**Run 1: I/O nets highlighted**

Drawn at 1.5 px/µm.
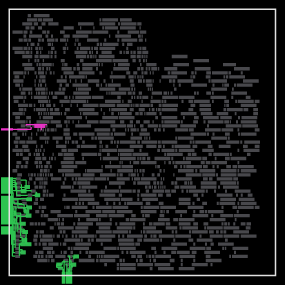
**Run 1: cell density map**

Drawn at 2 px/µm. 18 x 18 tiles, from dark blue (low) to red (high), 0 to 100% covered.
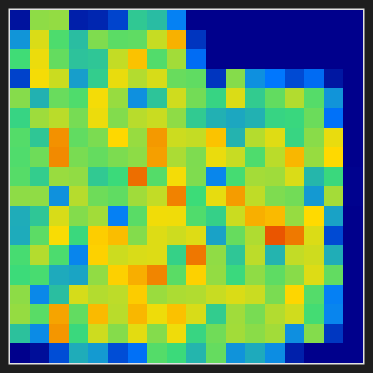
**Run 1: M1 wires**

Drawn at 3 px/µm. Supply wires on this layer in gray. Cells faint in the background.
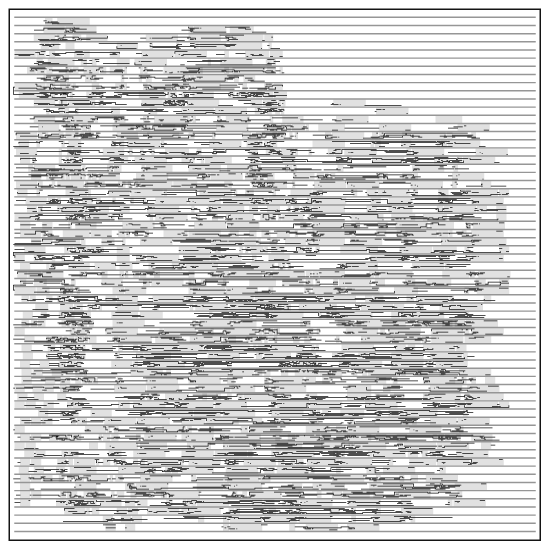
**Run 1: cell outlines without signal wires**

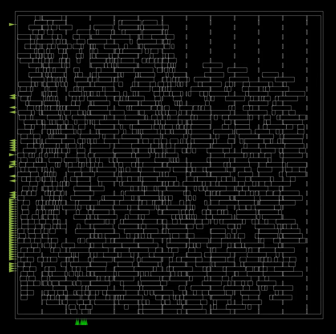
==> config.mk <==
export PLATFORM = sky130hd
export DESIGN_NAME = sma_channel_scheduler
export DESIGN_NICKNAME = d
export VERILOG_FILES = /design/src/rtl/sma_channel_scheduler.sv
export SDC_FILE = /design/constraint.sdc
export NUM_CORES = 1
export LEC_CHECK = 0
export CAP_MARGIN = 10
export CORE_UTILIZATION = 45
export CTS_CLUSTER_DIAMETER = 150
export DETAILED_ROUTE_END_ITERATION = 16
export GPL_ROUTABILITY_DRIVEN = 1
export PLACE_DENSITY = 0.61
export SKIP_CTS_REPAIR_TIMING = 1
export SYNTH_ARGS = -nofsm -noshare
export SYNTH_HDL_FRONTEND = slang
export SYNTH_SLANG_ARGS = --single-unit
==> constraint.sdc <==
create_clock -name clk -period 5.4 [get_ports clk]
set_clock_uncertainty 0.05 [all_clocks]
set_input_delay 1.08 -clock clk [delete_from_list [all_inputs] [get_ports clk]]
set_output_delay 1.08 -clock clk [all_outputs]
set_load 0.05 [all_outputs]
==> impl_metrics.json, run 1 <==
{
  "status": "finished, final reports clean",
  "route.met2.wl_um": 15430,
  "use_met3_pct": 3.854,
  "hold_path_depth": 2,
  "crit_type": "primary input to primary output",
  "dieWidth_um": 176.5,
  "internal_power_mw": 4.982,
  "layout_top_cell": "edfxtp_1",
  "layout_min_cycle_time_ns": 4.703,
  "syn_inst": 1182,
  "ys_seq_share_pct": 55.21,
  "top_area_share_pct": 47.32,
  "wl_per_cell_um": 20.57,
  "ys_sh_aoi_pct": 7.494,
  "switching_share_pct": 40.71,
  "comb_share_pct": 35.13,
  "yosys-stat-area_um2": 13710,
  "grt_pass1_wl_um": 52450,
  "area_leaders": "edfxtp_1, dfxtp_1, mux2i_1",
  "grt_setup_unrepaired": "false",
  "antenna_found_initial": 0,
  "powerDensity_nw_per_um2": 543.0,
  "p_seq_share_pct": 31.3
}
About 'I/O nets highlighted':
[magenta] `out_valid` | bits: 1 | direction: output | edge: left | end cells: 1 | buffers: 1 | wire: 33.3 µm
[green] `req_data` | bits: 32 | direction: input | edge: 26 left, 6 bottom | end cells: 16 | buffers: 32 | wire: 478 µm
IO buf count: 54
# IOs: 55

About 'cell density map':
tiles over 75% full: 10%
fullest tile: 90%
nearly empty tiles: 13%
Final Util: 51.94%
Floorplan Core Area: 29800 µm²
floorplan core density: 46.00%

About 'M1 wires':
wire length on this layer: 14900 µm
nets with wire on the layer: 1205
main direction: horizontal
M1 GR Usage: 30.36%
Routed WL: 33040 µm
routed via count: 9254

About 'cell outlines without signal wires':
placement row count: 63
Fill cells: 2603
Well-Tap Cells: 390
non-filler instance count after layout: 1606
number of flip-flops and latches: 270

==> run 1 -> run 2 <==
CORE_MARGIN = 5   (was unset)
**Run 2: M1 wires**

Drawn at 2 px/µm. Supply wires on this layer in gray. Cells faint in the background.
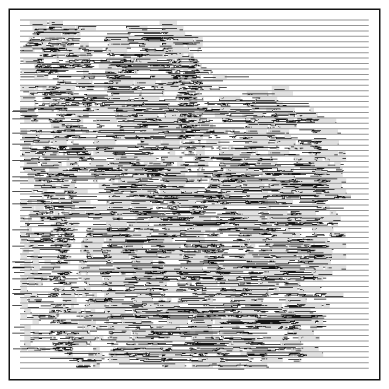
longest straight run: 50.8 µm
nets with wire on the layer: 1221
share of all routed wire: 46%
wire length on this layer: 15200 µm
main direction: horizontal
Routed WL: 33070 µm
routed via count: 9139
M1 GR Usage: 28.88%

==> run 2 against run 1 <==
Against the previous run: utilization down 1.0 points; final cell count grew 0.50%; routed wire length is essentially flat; combinational power grew 1%.
==> impl_metrics.json, run 2 <==
{
  "ys_sh_aoi_pct": 7.494,
  "yosys-stat-area_um2": 13710,
  "route.met2.wl_um": 15210,
  "p_seq_share_pct": 31.4,
  "ys_seq_share_pct": 55.21,
  "layout_top_cell": "edfxtp_1",
  "fp_util_pct": 45.16,
  "hold_path_depth": 2,
  "n_fill_cell": 2619,
  "final_util_pct": 50.92,
  "port-buffer-count": 54,
  "layout_min_cycle_time_ns": 4.692,
  "tap_cells": 396,
  "use_met3_pct": 2.566,
  "comb_share_pct": 35.18,
  "rows": 64,
  "top_area_share_pct": 47.32,
  "grt_pass1_wl_um": 52740,
  "coreArea_um2": 30350,
  "antenna_found_initial": 0,
  "crit_type": "primary input to primary output",
  "powerDensity_nw_per_um2": 539.2,
  "rr_worst_depth": 14,
  "status": "finished, final reports clean",
  "required_ns": 4.27,
  "io_pins": 55,
  "grt_setup_unrepaired": "false",
  "area_leaders": "edfxtp_1, dfxtp_1, mux2i_1",
  "stdcell_count": 1614,
  "via_per_inst": 5.662,
  "internal_power_mw": 4.925,
  "dieWidth_um": 184.5,
  "wl_per_cell_um": 20.49,
  "switching_share_pct": 40.90,
  "flops": 270
}
Power is estimated from default activity; no workload was simulated.
